## config.mk

```make
export PLATFORM = sky130hd
export DESIGN_NAME = hermes_credit_crossbar
export DESIGN_NICKNAME = d
export VERILOG_FILES = /design/src/rtl/hermes_credit_crossbar_pkg.sv /design/src/rtl/hermes_credit_crossbar_credit_counter.sv /design/src/rtl/hermes_credit_crossbar.sv
export SDC_FILE = /design/constraint.sdc
export NUM_CORES = 1
export LEC_CHECK = 0
export ABC_AREA = 1
export CAP_MARGIN = 5
export CORE_MARGIN = 2
export CORE_UTILIZATION = 40
export CTS_CLUSTER_SIZE = 12
export DETAILED_ROUTE_END_ITERATION = 7
export GPL_TIMING_DRIVEN = 0
export HOLD_SLACK_MARGIN = 0.06
export PLACE_DENSITY = 0.71
export SETUP_SLACK_MARGIN = 0.2
export SYNTH_ARGS = -nofsm -noshare
export SYNTH_HDL_FRONTEND = slang
export SYNTH_HIERARCHICAL = 1
export SYNTH_SLANG_ARGS = --single-unit
```

## constraint.sdc

```tcl
create_clock -name clk_i -period 7.3 [get_ports clk_i]
set_input_delay 1.46 -clock clk_i [delete_from_list [all_inputs] [get_ports clk_i]]
set_output_delay 1.46 -clock clk_i [all_outputs]
set_load 0.01 [all_outputs]
```

## src/rtl/hermes_credit_crossbar_pkg.sv

```systemverilog
// Shared types and helpers for the Hermes credit-tracking crossbar.
// Connection states and port-index sizing.
package hermes_credit_crossbar_pkg;

    typedef enum logic {
        FREE = 1'b0,
        BUSY = 1'b1
    } hermes_conn_t;

    function automatic int port_width(input int nport);
        return (nport > 1) ? $clog2(nport) : 1;
    endfunction

endpackage

```

## src/rtl/hermes_credit_crossbar_credit_counter.sv

```systemverilog
// Per-output downstream credit counter with saturation.
// Overflow is reported as a single-cycle pulse.
module hermes_credit_counter #(
    parameter int CREDITS = 4
) (
    input  logic clk_i,
    input  logic rst_i,
    input  logic send_i,
    input  logic credit_i,
    output logic avail_o,
    output logic ovf_o
);

    localparam int CW = $clog2(CREDITS + 1);
    localparam logic [CW-1:0] MAX = CW'(CREDITS);

    logic [CW-1:0] cnt_q, cnt_d;

    always_comb begin
        cnt_d = cnt_q;
        ovf_o = 1'b0;
        case ({send_i, credit_i})
            2'b10: cnt_d = cnt_q - CW'(1);
            2'b01: begin
                if (cnt_q == MAX) ovf_o = 1'b1;
                else cnt_d = cnt_q + CW'(1);
            end
            default: cnt_d = cnt_q;
        endcase
    end

    assign avail_o = (cnt_q != '0);

    always_ff @(posedge clk_i or posedge rst_i) begin
        if (rst_i) cnt_q <= MAX;
        else cnt_q <= cnt_d;
    end

endmodule

```

## src/rtl/hermes_credit_crossbar.sv

```systemverilog
// Registered, credit-tracking Hermes crossbar: per-output connection
// table, owner mux, combinational ack and registered output flits.
module hermes_credit_crossbar
    import hermes_credit_crossbar_pkg::*;
#(
    parameter int NPORT = 5,
    parameter int FLIT_SIZE = 32,
    parameter int CREDITS = 4,
    localparam int PW = port_width(NPORT)
) (
    input  logic                       clk_i,
    input  logic                       rst_i,
    input  logic [NPORT-1:0]           req_i,
    input  logic [NPORT*FLIT_SIZE-1:0] data_i,
    output logic [NPORT-1:0]           ack_o,
    input  logic [NPORT-1:0]           connect_i,
    input  logic [NPORT*PW-1:0]        connect_port_i,
    input  logic [NPORT-1:0]           release_i,
    input  logic [NPORT-1:0]           credit_i,
    output logic [NPORT-1:0]           free_o,
    output logic [NPORT-1:0]           tx_o,
    output logic [NPORT*FLIT_SIZE-1:0] data_o,
    output logic                       err_o
);

    localparam int FW = FLIT_SIZE;

    hermes_conn_t   conn_q  [NPORT];
    logic [PW-1:0]  owner_q [NPORT];
    logic [PW-1:0]  cport   [NPORT];
    logic [FW-1:0]  flit    [NPORT];

    logic [NPORT-1:0]    owner_req, port_ok, proto_err;
    logic [NPORT-1:0]    dup, send, avail, ovf;
    logic [NPORT-1:0]    tx_q;
    logic [NPORT*FW-1:0] data_q;
    logic                err_q, err_d;

    always_comb begin
        for (int o = 0; o < NPORT; o++) begin
            owner_req[o] = 1'b0;
            flit[o] = '0;
            for (int p = 0; p < NPORT; p++) begin
                if (owner_q[o] == PW'(p)) begin
                    owner_req[o] = req_i[p];
                    flit[o] = data_i[p*FW +: FW];
                end
            end
        end
    end

    // An input shared by several bound outputs is served by the lowest one.
    always_comb begin
        dup = '0;
        send = '0;
        ack_o = '0;
        for (int o = 0; o < NPORT; o++) begin
            for (int j = 0; j < o; j++) begin
                if (conn_q[j] == BUSY && conn_q[o] == BUSY &&
                    owner_q[j] == owner_q[o])
                    dup[o] = 1'b1;
            end
            send[o] = (conn_q[o] == BUSY) & owner_req[o]
                    & avail[o] & ~dup[o];
            for (int p = 0; p < NPORT; p++) begin
                if (send[o] && owner_q[o] == PW'(p)) ack_o[p] = 1'b1;
            end
        end
    end

    always_comb begin
        for (int o = 0; o < NPORT; o++) begin
            cport[o] = connect_port_i[o*PW +: PW];
            port_ok[o] = int'(cport[o]) < NPORT;
            free_o[o] = (conn_q[o] == FREE);
            proto_err[o] = (connect_i[o] & ~port_ok[o])
                | ((conn_q[o] == FREE) & release_i[o] & ~connect_i[o])
                | ((conn_q[o] == BUSY) & connect_i[o] & ~release_i[o]);
        end
        err_d = err_q | (|proto_err) | (|dup) | (|ovf);
    end

    for (genvar o = 0; o < NPORT; o++) begin : g_cnt
        hermes_credit_counter #(
            .CREDITS(CREDITS)
        ) u_cnt (
            .clk_i   (clk_i),
            .rst_i   (rst_i),
            .send_i  (send[o]),
            .credit_i(credit_i[o]),
            .avail_o (avail[o]),
            .ovf_o   (ovf[o])
        );
    end

    always_ff @(posedge clk_i or posedge rst_i) begin
        if (rst_i) begin
            for (int o = 0; o < NPORT; o++) begin
                conn_q[o] <= FREE;
                owner_q[o] <= '0;
            end
        end else begin
            for (int o = 0; o < NPORT; o++) begin
                case (conn_q[o])
                    FREE: begin
                        if (connect_i[o] && port_ok[o]) begin
                            conn_q[o] <= BUSY;
                            owner_q[o] <= cport[o];
                        end
                    end
                    BUSY: begin
                        if (release_i[o]) begin
                            if (connect_i[o] && port_ok[o])
                                owner_q[o] <= cport[o];
                            else
                                conn_q[o] <= FREE;
                        end
                    end
                    default: conn_q[o] <= FREE;
                endcase
            end
        end
    end

    always_ff @(posedge clk_i or posedge rst_i) begin
        if (rst_i) begin
            tx_q <= '0;
            data_q <= '0;
            err_q <= 1'b0;
        end else begin
            tx_q <= send;
            err_q <= err_d;
            for (int o = 0; o < NPORT; o++) begin
                if (send[o]) data_q[o*FW +: FW] <= flit[o];
            end
        end
    end

    assign tx_o = tx_q;
    assign data_o = data_q;
    assign err_o = err_q;

endmodule

```

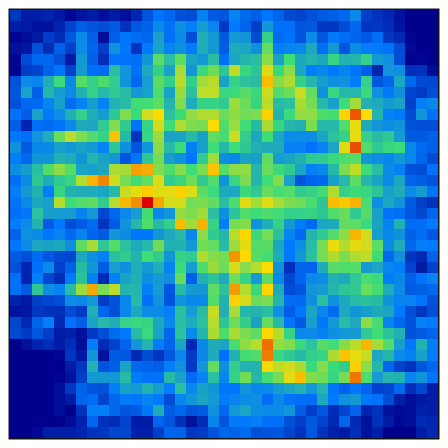
Figure 1: signal metal coverage by tile.
39 x 39 tiles, from dark blue (low) to red (high), scaled to the fullest tile. Values are wire area over tile area, all layers added.
densest ninth of the die: center
mean over tiles: 0.32
fullest tile: 0.95
nearly empty tiles: 3.9%
tiles over half the peak: 20%
emptiest ninth of the die: lower left
vias after detailed routing: 18100
aggregate global-route resource usage: 36.0%
aggregate routed wire length: 67900 um
mean routed wirelength per cell: 21.4 um

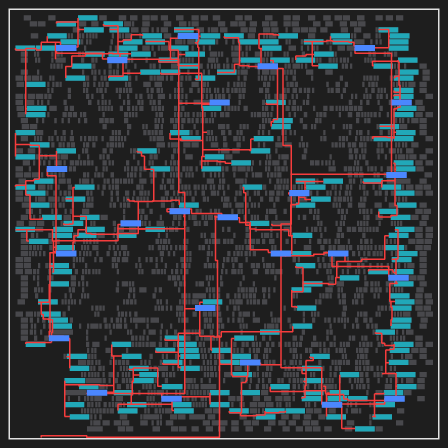
Figure 2: clock network drawn from the DEF.
[flip-flops] cyan | count: 201
[clock-net drivers] blue | count: 24
[clock wires] red | length: 3130 um
flops lie: spread over the die
part of the power in the clock network: 18.6%
worst skew pair latency: 0.54 ns
clock distribution power: 0.00124 W
worst setup skew after layout: 0.0113 ns

==> where the power goes <==
group	leakage, nW	switching [W]	internal [W]
Clock	0.398	0.000510	0.000735
Sequential	2.55	0.000333	0.00161
Combinational	6.49	0.00203	0.00146
==> registers in the layout, summed over array words and instances (netlist names) <==
signal	flops
err_o	1
data_o	160
tx_o	5
g_cnt.u_cnt/cnt_q	15
owner_q	15
conn_q	5
==> worst min-delay path: cells and delay by family, from the launching register on <==
| family | cells | cell delay, ns |
|---|---|---|
| flops | 1 | 0.34 |
| simple gates | 2 | 0.11 |
==> cells in the mapped netlist (all sizes together) <==
| library cell | number | area, um^2 |
|---|---|---|
| nor4 | 1 | 6.26 |
| nand4 | 11 | 68.8 |
| nor3 | 8 | 56.3 |
| clkbuf | 57 | 215 |
| xor2 | 5 | 43.8 |
| o22ai | 131 | 820 |
| o21ai | 113 | 569 |
| fa | 5 | 100 |
| nand3 | 227 | 1180 |
| a21oi | 109 | 549 |
| or2 | 1 | 6.26 |
| dfrtp | 196 | 4900 |
| nand3b | 2 | 18.8 |
| dfstp | 5 | 131 |
| o211ai | 14 | 105 |
| inv | 195 | 734 |
| nand2 | 930 | 3520 |
| buf | 64 | 355 |
| nor2 | 215 | 827 |
| clkinv | 2 | 7.51 |
==> how the worst max path moves through the flow <==
stage	from	endpoint	slack (ns)	cells after the start
detailed placement	req_i[4]	ack_o[4]	1.85	9
floorplan	rst_i	conn_q[0]$_DFF_PP0_	0.78	1
CTS	req_i[4]	ack_o[4]	1.84	9
global placement	rst_i	data_o[16]$_DFFE_PP0N_	-2.07	2
finish	req_i[4]	ack_o[4]	1.83	9
global route	req_i[4]	ack_o[4]	1.78	9
==> run summary <==
Notes on the physical design

The startpoint of the worst register-to-register path is owner_q[12]$_DFFE_PP0P_. The congestion estimate from routability-driven global placement came to 0.949. The end-of-flow core utilization is 54.9%.

The library cells used most frequently in the layout, excluding fill and tap cells, are sky130_fd_sc_hd__nand2_1 (920), sky130_fd_sc_hd__clkdlybuf4s50_1 (372), sky130_fd_sc_hd__nand3_1 (219), sky130_fd_sc_hd__nor2_1 (211), sky130_fd_sc_hd__dfrtp_1 (196). The multi-input combinational gate total is 1772. The library cell used as clock root buffer is sky130_fd_sc_hd__clkbuf_16. The cell area that synthesis handed to floorplanning was 14200 um^2. The hold path startpoint is data_o[121]$_DFFE_PP0N_. The share of synthesized cell area in and-or and or-and compound cells is 14.4%.

The tap cell count is 461. The count of warning messages emitted by the tools is 26. The remaining routing DRC violations is 0. The overall die area is 37100 um^2. The remaining antenna violation count after routing is 0. The maximum clock frequency is 183 MHz. The number of nets in the synthesized netlist is 2493.

The kind of critical path is in -> out. The sum of buffers and inverters on the critical path is 4. The post-synthesis cell count is 2291. The number of sinks driven by the clock tree is 201. The cell class with the largest area share is logic gates. The met3 layer usage reported by global route is 7.69%. The fraction of layout instances using a drive strength above 1 is 5.39%. Per the detail_route log, the uppermost layer with routed signals is met5. The post-synthesis to final-layout area growth is 36.2%.

The data required time reported for the critical path is 5.84 ns. The number of placement rows is 69. The routed wirelength on the met1 layer is recorded as 26600 um. The critical-path cell with the highest stage delay is sky130_fd_sc_hd__clkdlybuf4s50_1. After Yosys synthesis, and, or, nand and nor cells account for 40.0% of the synthesized area.

On met1, the global router reports a usage of 47.2%. The average instance area after synthesis is 6.21 um^2. Buffers placed on the I/O ports in this run total 372. The length in cells of the worst reg-to-reg path is 19. The critical path in the final layout is reported with a setup slack of 1.83 ns. The flow ran to the end, and the final reports show no timing, DRC or antenna violations. TritonCTS built the clock tree. The capture point of the worst register-to-register path is recorded as err_o$_DFF_PP0_. The post-placement cell count is 3125.

In the synthesized netlist, mux cells make up 0% of the area. The total CTS buffers is 24. The number of global-route vias before repair was 17400. The residual overflow from global routing is 0. For this configuration, the core starts out at a cell density of 40.3%.

The portion of the layout cell area used by clock cells is 4.16%. The most heavily used metal layer in global routing is met2. The yosys synthesis chip area is 14200 um^2.

The inverter tally of the final layout excluding the clock network is 197. After layout, the buffer instance count without clock buffers stands at 494. The final tally of max-slew violations is 0. The number of sequential cells is 201. In the hold timing report, the worst path depth is 2. The gate-level netlist out of Yosys references 37 unique cell types. The worst endpoint data arrival time is 4.01 ns. The largest net degree at the start of global routing is 95. The gate family responsible for the most delay along the worst path is buffers and inverters.

The sequential standard cell area is 5040 um^2. The count of clock-net buffers in the final layout is 33. Per the log, the first TritonRoute iteration ended with a DRC count of 2165. The depth of the CTS H-tree is 1.

The timing report gives the biggest stage delay along the critical path as 0.55 ns. The worst hold path class is reg -> reg. The post-place setup slack is 1.85 ns. The post-DP HPWL is 49400 um. The post-layout minimum cycle time is 5.47 ns. The iteration count of the initial detailed-routing pass is 7. The post-route clock period utilization is 75.0%. The power per standard cell area is 345 nW/um^2. The most used logic cell in the final layout is sky130_fd_sc_hd__nand2_1. The met3 wirelength from detailed routing is 7690 um. The post-layout instance area is 19400 um^2.
Power and IR drop assume default switching activity.
